--- src/rtl/cmd_uart_responder.sv ---
// UART command responder: receives 8N1 byte pairs into a 16-bit command and serializes 8-bit responses.
// Optional feature: define CMD_TIMEOUT_EN to abandon a high byte when no low byte follows in time.
module cmd_uart_responder #(
  parameter int BAUD_DIV     = 2604,
  parameter int TIMEOUT_CLKS = 2_000_000
) (
  input  logic        clk,
  input  logic        rst,
  input  logic        RX,
  output logic        TX,
  output logic [15:0] cmd,
  output logic        cmd_rdy,
  input  logic        clr_cmd_rdy,
  input  logic [7:0]  resp,
  input  logic        trmt,
  output logic        tx_done,
  output logic        frame_err
);

  localparam int CW = $clog2(BAUD_DIV);
  localparam logic [CW-1:0] BAUD_LAST = CW'(BAUD_DIV - 1);
  localparam logic [CW-1:0] HALF_LAST = CW'(BAUD_DIV / 2 - 1);

  if (BAUD_DIV < 16 || TIMEOUT_CLKS < 1) begin : g_param_check
    $error("cmd_uart_responder: BAUD_DIV must be >= 16 and TIMEOUT_CLKS >= 1");
  end

  typedef enum logic [1:0] {RX_IDLE, RX_START, RX_DATA, RX_STOP} rx_state_t;
  typedef enum logic [1:0] {TX_IDLE, TX_START, TX_DATA, TX_STOP} tx_state_t;
  typedef enum logic       {PAIR_HIGH, PAIR_LOW} pair_state_t;

  rx_state_t   rx_state, rx_next;
  tx_state_t   tx_state, tx_next;
  pair_state_t pair_state, pair_next;

  logic          rx_s1, rx_s2, rx_prev, rx_fall;
  logic [CW-1:0] rx_cnt;
  logic [2:0]    rx_bit;
  logic [7:0]    rx_shift;
  logic          rx_tick, byte_valid, frame_bad;

  logic [CW-1:0] tx_cnt;
  logic [2:0]    tx_bit;
  logic [7:0]    tx_shift;
  logic          tx_tick;

  logic          timeout;

  // RX is asynchronous: two sync flops (idle-high reset) plus one more for edge detection.
  always_ff @(posedge clk) begin
    if (rst) begin
      rx_s1   <= 1'b1;
      rx_s2   <= 1'b1;
      rx_prev <= 1'b1;
    end else begin
      rx_s1   <= RX;
      rx_s2   <= rx_s1;
      rx_prev <= rx_s2;
    end
  end

  assign rx_fall = rx_prev & ~rx_s2;
  assign rx_tick = (rx_state == RX_START) ? (rx_cnt == HALF_LAST) : (rx_cnt == BAUD_LAST);

  always_ff @(posedge clk) begin
    if (rst) rx_state <= RX_IDLE;
    else     rx_state <= rx_next;
  end

  always_comb begin
    rx_next    = rx_state;
    byte_valid = 1'b0;
    frame_bad  = 1'b0;
    unique case (rx_state)
      RX_IDLE:  if (rx_fall) rx_next = RX_START;
      RX_START: if (rx_tick) rx_next = rx_s2 ? RX_IDLE : RX_DATA;
      RX_DATA:  if (rx_tick && rx_bit == 3'd7) rx_next = RX_STOP;
      RX_STOP: begin
        if (rx_tick) begin
          rx_next    = RX_IDLE;
          byte_valid = rx_s2;
          frame_bad  = ~rx_s2;
        end
      end
      default:  rx_next = RX_IDLE;
    endcase
  end

  always_ff @(posedge clk) begin
    if (rst) begin
      rx_cnt    <= '0;
      rx_bit    <= '0;
      rx_shift  <= '0;
      frame_err <= 1'b0;
    end else begin
      frame_err <= frame_bad;
      if (rx_state == RX_IDLE || rx_tick) rx_cnt <= '0;
      else                                rx_cnt <= rx_cnt + 1'b1;
      if (rx_state == RX_START) rx_bit <= '0;
      if (rx_state == RX_DATA && rx_tick) begin
        rx_shift <= {rx_s2, rx_shift[7:1]};
        rx_bit   <= rx_bit + 3'd1;
      end
    end
  end

  always_ff @(posedge clk) begin
    if (rst) pair_state <= PAIR_HIGH;
    else     pair_state <= pair_next;
  end

  always_comb begin
    pair_next = pair_state;
    unique case (pair_state)
      PAIR_HIGH: if (byte_valid) pair_next = PAIR_LOW;
      PAIR_LOW:  if (byte_valid || timeout) pair_next = PAIR_HIGH;
      default:   pair_next = PAIR_HIGH;
    endcase
  end

  // A low byte setting cmd_rdy takes priority over a same-cycle clear.
  always_ff @(posedge clk) begin
    if (rst) begin
      cmd     <= '0;
      cmd_rdy <= 1'b0;
    end else if (byte_valid && pair_state == PAIR_HIGH) begin
      cmd[15:8] <= rx_shift;
      cmd_rdy   <= 1'b0;
    end else if (byte_valid && pair_state == PAIR_LOW) begin
      cmd[7:0] <= rx_shift;
      cmd_rdy  <= 1'b1;
    end else if (clr_cmd_rdy) begin
      cmd_rdy <= 1'b0;
    end
  end

`ifdef CMD_TIMEOUT_EN
  localparam int TW = $clog2(TIMEOUT_CLKS + 1);
  logic [TW-1:0] to_cnt;

  assign timeout = (pair_state == PAIR_LOW) && !byte_valid && (to_cnt == TW'(TIMEOUT_CLKS - 1));

  always_ff @(posedge clk) begin
    if (rst || pair_state != PAIR_LOW || byte_valid || timeout) to_cnt <= '0;
    else                                                         to_cnt <= to_cnt + 1'b1;
  end
`else
  assign timeout = 1'b0;
`endif

  assign tx_tick = (tx_cnt == BAUD_LAST);

  always_ff @(posedge clk) begin
    if (rst) tx_state <= TX_IDLE;
    else     tx_state <= tx_next;
  end

  always_comb begin
    tx_next = tx_state;
    unique case (tx_state)
      TX_IDLE:  if (trmt) tx_next = TX_START;
      TX_START: if (tx_tick) tx_next = TX_DATA;
      TX_DATA:  if (tx_tick && tx_bit == 3'd7) tx_next = TX_STOP;
      TX_STOP:  if (tx_tick) tx_next = TX_IDLE;
      default:  tx_next = TX_IDLE;
    endcase
  end

  // TX is registered so the pin never glitches; each bit is loaded on the edge that ends the previous one.
  always_ff @(posedge clk) begin
    if (rst) begin
      TX       <= 1'b1;
      tx_done  <= 1'b0;
      tx_cnt   <= '0;
      tx_bit   <= '0;
      tx_shift <= '0;
    end else begin
      if (tx_state == TX_IDLE || tx_tick) tx_cnt <= '0;
      else                                tx_cnt <= tx_cnt + 1'b1;
      unique case (tx_state)
        TX_IDLE: begin
          if (trmt) begin
            tx_shift <= resp;
            tx_done  <= 1'b0;
            tx_bit   <= '0;
            TX       <= 1'b0;
          end
        end
        TX_START: if (tx_tick) TX <= tx_shift[0];
        TX_DATA: begin
          if (tx_tick) begin
            if (tx_bit == 3'd7) begin
              TX <= 1'b1;
            end else begin
              TX       <= tx_shift[1];
              tx_shift <= {1'b0, tx_shift[7:1]};
              tx_bit   <= tx_bit + 3'd1;
            end
          end
        end
        TX_STOP: if (tx_tick) tx_done <= 1'b1;
        default: TX <= 1'b1;
      endcase
    end
  end

endmodule
--- config.mk ---
export PLATFORM = sky130hd
export DESIGN_NAME = cmd_uart_responder
export DESIGN_NICKNAME = d
export VERILOG_FILES = /design/src/rtl/cmd_uart_responder.sv
export SDC_FILE = /design/constraint.sdc
export NUM_CORES = 1
export LEC_CHECK = 0
export CORE_MARGIN = 5
export CORE_UTILIZATION = 57
export CTS_BUF_LIST = sky130_fd_sc_hd__clkbuf_4 sky130_fd_sc_hd__clkbuf_8
export DETAILED_ROUTE_END_ITERATION = 12
export PLACE_DENSITY_LB_ADDON = 0.08
export SLEW_MARGIN = 20
export SYNTH_ARGS = -nofsm -noshare
export SYNTH_HDL_FRONTEND = slang
export SYNTH_SLANG_ARGS = --single-unit
export TNS_END_PERCENT = 10
--- constraint.sdc ---
create_clock -name clk -period 6.8 [get_ports clk]
set_input_delay 2.04 -clock clk [delete_from_list [all_inputs] [get_ports clk]]
set_output_delay 2.04 -clock clk [all_outputs]
set_load 0.1 [all_outputs]
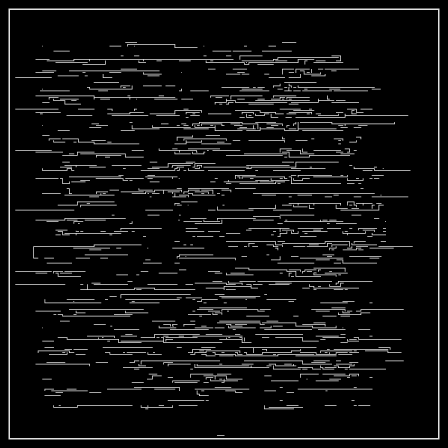
**Above:** run 1 (signal wires on met1).
share of all routed wire: 48%
wire length on this layer: 3200 um
main direction: horizontal
nets with wire on the layer: 387
longest straight run: 32.7 um

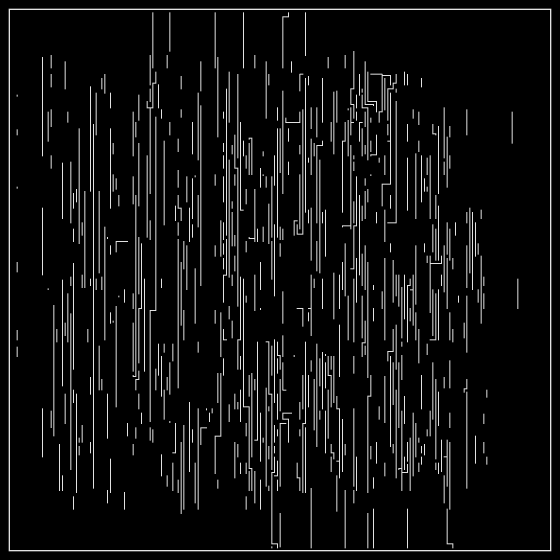
**Above:** run 1 (the metal 2 layer).
nets with wire on the layer: 346
main direction: vertical
share of all routed wire: 46%
wire length on this layer: 3070 um
via count of the routed design: 2608
met2 Resource Use GR: 0.304
post-detailed-routing wire length: 6650 um

==> flow_metrics.rpt, run 1 <==
PHYSICAL IMPLEMENTATION REPORT
----------------------------------------------------
[Worst setup path]
  Worst flop-to-flop path endpoint ........................ cmd[3]$_SDFFE_PP0P_
  Critical-path cell with the highest stage delay ........................ sky130_fd_sc_hd__clkdlybuf4s50_1
  Worst path buffer plus inverter count ........................ 1

[Clocking]
  Post-CTS Setup Repair Bufs ........................ 0
  H-tree depth ........................ 3
  Clock tree from TritonCTS ........................ built
  Clock latency reported for the late side of the worst-skew pair ........................ between 300 and 400 ps

[Floorplanning]
  Vertical die dimension ........................ a little under 90 um
  Ports placed on the boundary ........................ 33

[Detailed routing]
  Post-DR wirelength/cell ........................ 14.1 um
  Iteration tally of the first detailed-router pass ........................ 4
  Via-per-instance ratio ........................ between 5 and 6

[Final timing]
  Max-slew headroom at the worst pin ........................ 0.332
  Final hold violation count ........................ 0

[Finish]
  Most used cells in the layout excluding fill and tap cells ........................ 74 x sky130_fd_sc_hd__dfxtp_1, 48 x sky130_fd_sc_hd__nor2_1, 35 x sky130_fd_sc_hd__mux2i_1
  Nets@finish ........................ approximately 420

[Placed design]
  Routability-driven placement congestion ratio ........................ between 0.8 and 0.9

[Synth]
  Synth top area share ........................ 0.429
  Register bit total from synthesis ........................ between 70 and 80

[Run status]
  Run status ........................ finished, final reports clean

----------------------------------------------------
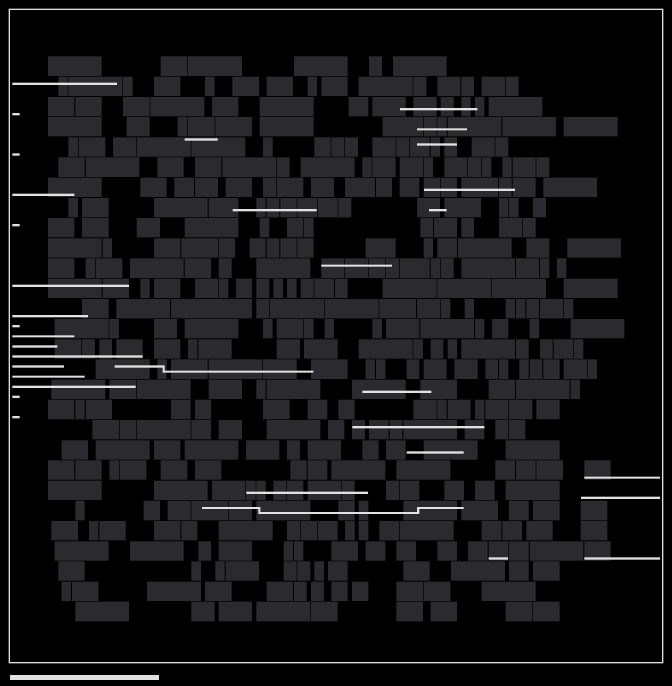
**Above:** run 1 (signal wires on met3).
Scale bar: 20 um. Cells faint in the background.
longest straight run: 21.4 um
nets with wire on the layer: 28
share of all routed wire: 4.8%

## run 1: report_power, final
part           switching, mW  total, mW  leakage, nW  internal (mW)
registers             0.0210      0.485        0.599          0.464
clock network          0.169      0.341       0.0921          0.172
logic                  0.109      0.176        0.688         0.0670
total                  0.299       1.00         1.38          0.703
## run 1: cell type report
class	count	area (um^2)
Timing Repair Buffer	32	315
Fill cell	487	1970
Sequential cell	74	1480
Multi-Input combinational cell	264	1820
Clock buffer	9	124
Clock inverter	7	78.8
Tap cell	75	93.8
Inverter	10	37.5
## run 1: registers in the layout (all words and copies together), names as in the netlist, 2 cells and up, named ones only
signal,count
cmd,16
rx_bit,3
rx_cnt,12
rx_shift,8
tx_bit,3
tx_cnt,12
tx_shift,8
tx_state,2
## run 1: stage by stage
step	hold WS, ps	std cells	util	worst slack (ps)
finish	416	471	0.667	2920
global route	435	471	0.667	2860
CTS	420	471	0.667	2890
detailed placement	401	455	0.633	2930
global placement	394	455	0.633	3030
floorplan	389	368	-	3780
## run 1: logic make-up (layout without fill, tap and decap cells)
kind of cell | Yosys count | in the layout | share of synthesized area
DFF | 74 | 74 | 0.429
xor gates and xnor gates | 20 | 20 | 0.0508
and+or+nand+nor | 151 | 151 | 0.239
AOI/OAI and AO/OA | 44 | 44 | 0.0852
adders and majority gates | 13 | 13 | 0.0471
muxes | 36 | 36 | 0.105
buffers and inverters | 30 | 58 | 0.0439
## run 1: layer usage
layer	vias to the layer above	wire length [um]	track usage
li1	1336	-	-
met1	1220	3200	0.256
met2	48	3070	0.304
met3	4	320	0.0414
met4	0	62	0.0879
met5	-	0	0
**Run 1: register map, names as in the netlist**

Scale bar: 20 um. Other sequential cells in the stronger grey, the rest of the logic in the fainter grey.
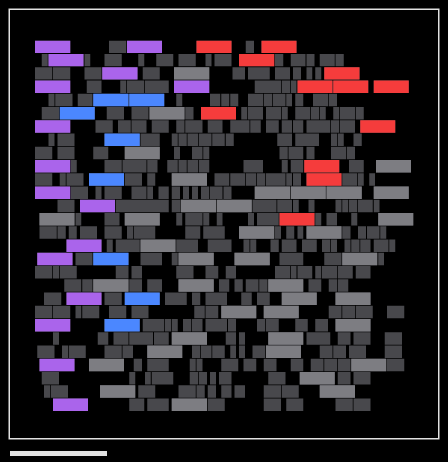

--- run 2 (diff from run 1) ---
clock period = 3.6 ns   (was 6.8 ns; I/O delays follow)
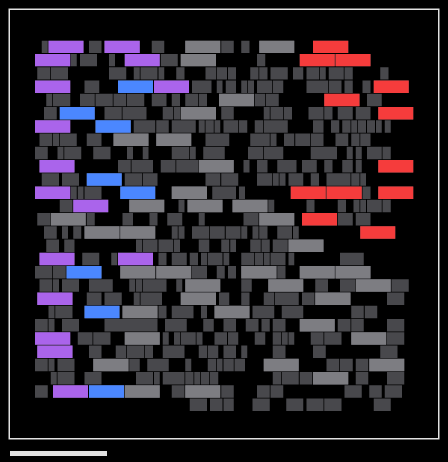
**Above:** run 2 (register map, names as in the netlist).
Scale bar: 20 um. Other sequential cells in the stronger grey, the rest of the logic in the fainter grey.
legend:
  red:
    signal: rx_cnt
    sequential_cells: 12
  purple:
    signal: cmd
    sequential_cells: 16
  blue:
    signal: rx_shift
    sequential_cells: 8
not coloured: 38

==> run 2 against run 1 <==
  * Non-clock buffer count up 1
  * Count of clock-buffer cells in the layout did not move
  * Worst setup slack worse by 1900 ps
  * Routed wire length increased by 0.38%
  * Clock power is 91% higher
  * Largest cell class unchanged
==> flow_metrics.rpt, run 2 <==
PHYSICAL IMPLEMENTATION REPORT
----------------------------------------------------
[Final timing]
  Final hold violation count ........................ 0 (unchanged)
  Min Hold Slack ........................ 411 ps (-5.28 ps)

[Finish]
  Clock-cell share of area ........................ 0.0513 (about the same)
  Multi-input gate area in the final layout ........................ 1820 um^2 (unchanged)
  Dominant class by area ........................ multi-input combinational cells
  FILL cells ........................ 511 (+4.9%)
  Most flops, register ........................ cmd
  Number of multi-input combinational cells ........................ 264 (unchanged)
  Biggest regs ........................ cmd (16), rx_cnt (12), tx_cnt (12)
  Fraction of standard cell area that is sequential ........................ 0.379 (+0.00433)
  Number of flip-flops in the largest register ........................ 16 (unchanged)
  Count of plain and timing-repair buffers in the layout ........................ 33 (+3.1%)
  Sequential cell count ........................ 74 (unchanged)

[Floorplanning]
  Vertical die dimension ........................ 87.8 um (unchanged)
  Ports placed on the boundary ........................ 33 (unchanged)

[Synth]
  Synth top area share ........................ 0.429 (unchanged)

[Worst setup path]
  Worst flop-to-flop path endpoint ........................ cmd[9]$_SDFFE_PP0P_
  Critical-path cell with the highest stage delay ........................ sky130_fd_sc_hd__ha_1

[Detailed routing]
  Post-DR wirelength/cell ........................ 14.1 um (+0.16%)
  Via-per-instance ratio ........................ 5.53 (about the same)

[Clocking]
  H-tree depth ........................ 3 (unchanged)
  Clock tree from TritonCTS ........................ built

[Power]
  Sw Ratio ........................ 0.300 (+0.00123)
  Clock network fraction of design power ........................ 0.342 (+0.002)
  Share of total power in sequential cells ........................ 0.481 (-0.003)

[Run status]
  Run status ........................ finished, final reports clean

----------------------------------------------------
[run 2: cell counts after synthesis]
No cell type changed its count.
[run 2: logic make-up (layout without fill, tap and decap cells)]
group / Yosys count / after routing / share of synthesized area
AOI/OAI and AO/OA: 44 / 44 / 0.0852
DFF: 74 / 74 / 0.429
adders and majority gates: 13 / 13 / 0.0471
muxes: 36 / 36 / 0.105
and+or+nand+nor: 151 / 151 / 0.239
xor gates and xnor gates: 20 / 20 / 0.0508
buffers and inverters: 30 / 59 / 0.0439
[run 2: per-stage QoR]
step | total power [mW] | setup slack, ps | cells | utilization
2_1_floorplan | 1.18 | 1400 | 368 | -
3_3_place_gp | 1.26 | 962 | 456 | 0.626
3_5_place_dp | 1.27 | 889 | 456 | 0.626
4_1_cts | 1.93 | 1010 | 472 | 0.659
5_1_grt | 2.00 | 702 | 472 | 0.659
6_report | 1.90 | 1040 | 472 | 0.659
[run 2: how the worst max path moves through the flow]
stage / startpoint / slack [ps] / end / depth (start not counted)
after floorplan: rx_cnt[3]$_SDFF_PP0_ / 1400 / cmd[13]$_SDFFE_PP0P_ / 9
after global placement: trmt / 960 / tx_shift[2]$_SDFFE_PP0P_ / 5
after detailed placement: trmt / 890 / tx_shift[3]$_SDFFE_PP0P_ / 5
after CTS: rx_cnt[3]$_SDFF_PP0_ / 1010 / cmd[9]$_SDFFE_PP0P_ / 7
after global routing: register / 700 / cmd[12]$_SDFFE_PP0P_ / 7
final: rx_cnt[3]$_SDFF_PP0_ / 1040 / cmd[9]$_SDFFE_PP0P_ / 7
[run 2: routing by layer]
metal / part of all wire / GRT usage
met5: 0 / 0
met1: 0.48 / 0.238
met4: 0.011 / 0.0488
met2: 0.47 / 0.308
met3: 0.039 / 0.0574
**Run 2: signal wires on met3**

Scale bar: 20 um. Cells faint in the background.
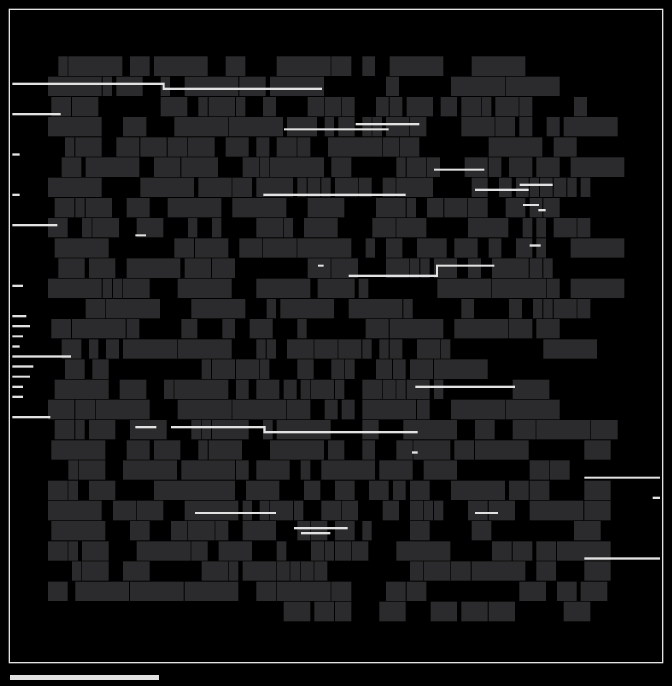

--- run 3 (diff from run 2) ---
CORE_UTILIZATION = 53   (was 57)
clock period = 2.21 ns   (was 3.6 ns; I/O delays follow)
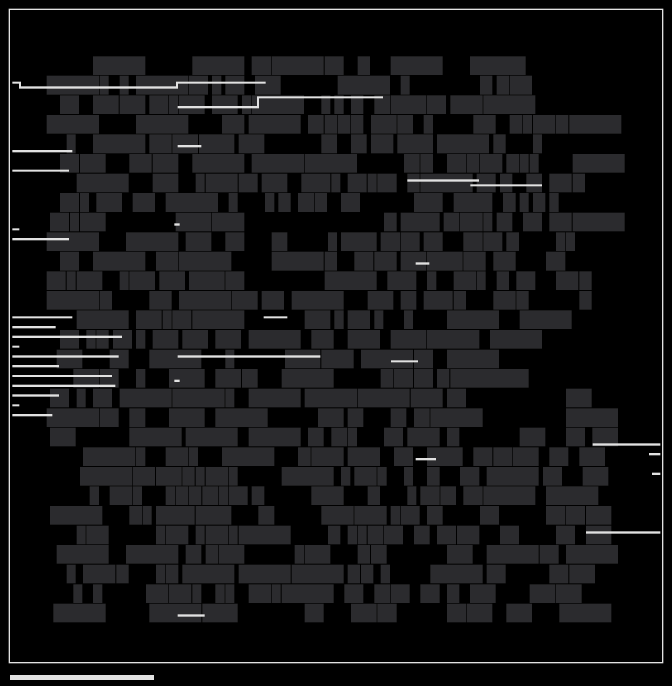
**Above:** run 3 (signal wires on met3).
Scale bar: 20 um. Cells faint in the background.
nets with wire on the layer: 23
main direction: horizontal
wire length on this layer: 257 um

==> run 3 against run 2 <==
  * Non-clock buffer count rose by 18
  * Largest power group unchanged
  * Sequential cell count did not move
  * First-iteration DRC count fell by 18%
  * Core utilization fell by 0.89 points
  * Critical path depth fell by 2
  * Sequential share of layout area fell by 2.1 points
  * Count of clock-buffer cells in the layout rose by 4
  * Die area rose by 6.7%
  * Critical endpoint is now rx_shift[3]$_SDFFE_PP0P_
  * Largest cell class unchanged
  * Clock skew fell by 1.5 ps
  * Final area rose by 5.8%
==> flow_metrics.rpt, run 3 <==
PHYSICAL IMPLEMENTATION REPORT
----------------------------------------------------
[Power]
  Power Total ........................ 3.23 mW (+70%)

[Synth]
  Most common reg cell ........................ sky130_fd_sc_hd__dfxtp_1
  Post-synth EDFFs ........................ 0
  Number of synthesis warnings ........................ 0
  Share of flip-flops with an asynchronous set or reset ........................ 0
  Leading cell type by number of instances after synthesis ........................ sky130_fd_sc_hd__dfxtp_1
  Synth top area share ........................ 0.429 (unchanged)

[Finish]
  FILL cells ........................ 532 (+4.1%)
  Number of standard cells in the final layout excluding fillers ........................ 492 (+4.2%)
  Biggest regs ........................ cmd (16), rx_cnt (12), tx_cnt (12)
  Post-layout util ........................ 0.650 (-0.00890)
  Most flops, register ........................ cmd
  Number of flip-flops in the largest register ........................ 16 (unchanged)
  Post-Layout Inst Area ........................ between 4000 and 5000 um^2

[Final timing]
  Worst Slack Setup Final ........................ 168 ps (-869 ps)
  Number of slew-limit violations in the final report ........................ 0
  Min Hold Slack ........................ 414 ps (+2.99 ps)
  Final hold violation count ........................ 0 (unchanged)
  Fmax achieved ........................ 490 MHz

[Clocking]
  H-tree depth ........................ 3 (unchanged)
  Clock tree from TritonCTS ........................ built

[Placed design]
  Number of cells in the design after placement ........................ 476 (+4.4%)
  Number of buffer cells added on primary ports ........................ 32
  Pre-CTS WS ........................ 33.7 ps (-855 ps)
  Routability-driven placement congestion ratio ........................ roughly 0.82

[Detailed routing]
  Post-route antenna net violation count ........................ 0
  Via-per-instance ratio ........................ 5.40 (-2.3%)
  Post-DR wirelength/cell ........................ 13.9 um (-1.9%)

[Global routing]
  Via count of the first global-routing pass ........................ 2533
  Total overflow reported by the global router ........................ 0
  Largest net degree at the start of global routing ........................ 35

[Run status]
  Run status ........................ finished, final reports clean

[Floorplanning]
  Ports placed on the boundary ........................ 33 (unchanged)
  Vertical die dimension ........................ 90.7 um (+3.3%)
  Die span in x ........................ just over 90 um

[Worst setup path]
  Largest stage delay on the critical path ........................ 550 ps
  Critical-path cell with the highest stage delay ........................ sky130_fd_sc_hd__or4_4
  Startpoint kind of the worst setup timing path ........................ register

[Run]
  OpenROAD warnings ........................ 31

----------------------------------------------------
[run 3: cell types whose count changed in the layout (fill, tap and decap cells not counted), sizes merged]
cell / previous run / this run
buf: 22 / 40
clkbuf: 9 / 13
clkinv: 2 / 0
inv: 12 / 10
[run 3: repair_timing]
item	CTS	global route
pin swaps	1	0
resized	1	6
setup endpoints to repair	1	24
[run 3: area by class of cell]
cell class,instances,area [um^2],share of cell area
Clock buffer,13,179,0.0433
Multi-Input combinational cell,264,1840,0.447
Timing Repair Buffer,51,445,0.108
Sequential cell,74,1480,0.359
Clock inverter,3,45.0,0.0109
Inverter,10,37.5,0.00909
Tap cell,77,96.3,0.0233
[run 3: report_power, final]
group / internal, mW / switching (mW) / total (mW)
combinational: 0.256 / 0.340 / 0.596
sequential: 1.43 / 0.0598 / 1.49
clock: 0.645 / 0.500 / 1.15
total: 2.33 / 0.900 / 3.23
[run 3: routing by layer]
layer,vias up,routed length [um],track usage
met1,1245,3440,0.236
met3,11,257,0.0467
li1,1370,-,-
met4,0,130,0.0794
met5,-,0,0
met2,33,3000,0.252
[run 3: final timing paths]
kind	from	endpoint	cells past startpoint	slack, ps
max	register	rx_shift[3]$_SDFFE_PP0P_	5	170
min	rx_s1$_SDFF_PP1_	rx_s2$_SDFF_PP1_	1	410
min reg2reg	rx_s1$_SDFF_PP1_	rx_s2$_SDFF_PP1_	1	410
max reg2reg	register	rx_shift[3]$_SDFFE_PP0P_	5	170
[run 3: logic make-up (layout without fill, tap and decap cells)]
kind of cell    after synthesis  in the layout  synth area share
mux                          36             36             0.105
flops                        74             74             0.429
fa+ha+maj                    13             13            0.0471
compound gates               44             44            0.0852
xor+xnor                     20             20            0.0508
buf+inv                      30             77            0.0439
simple gates                151            151             0.239
Power and IR drop assume default switching activity.
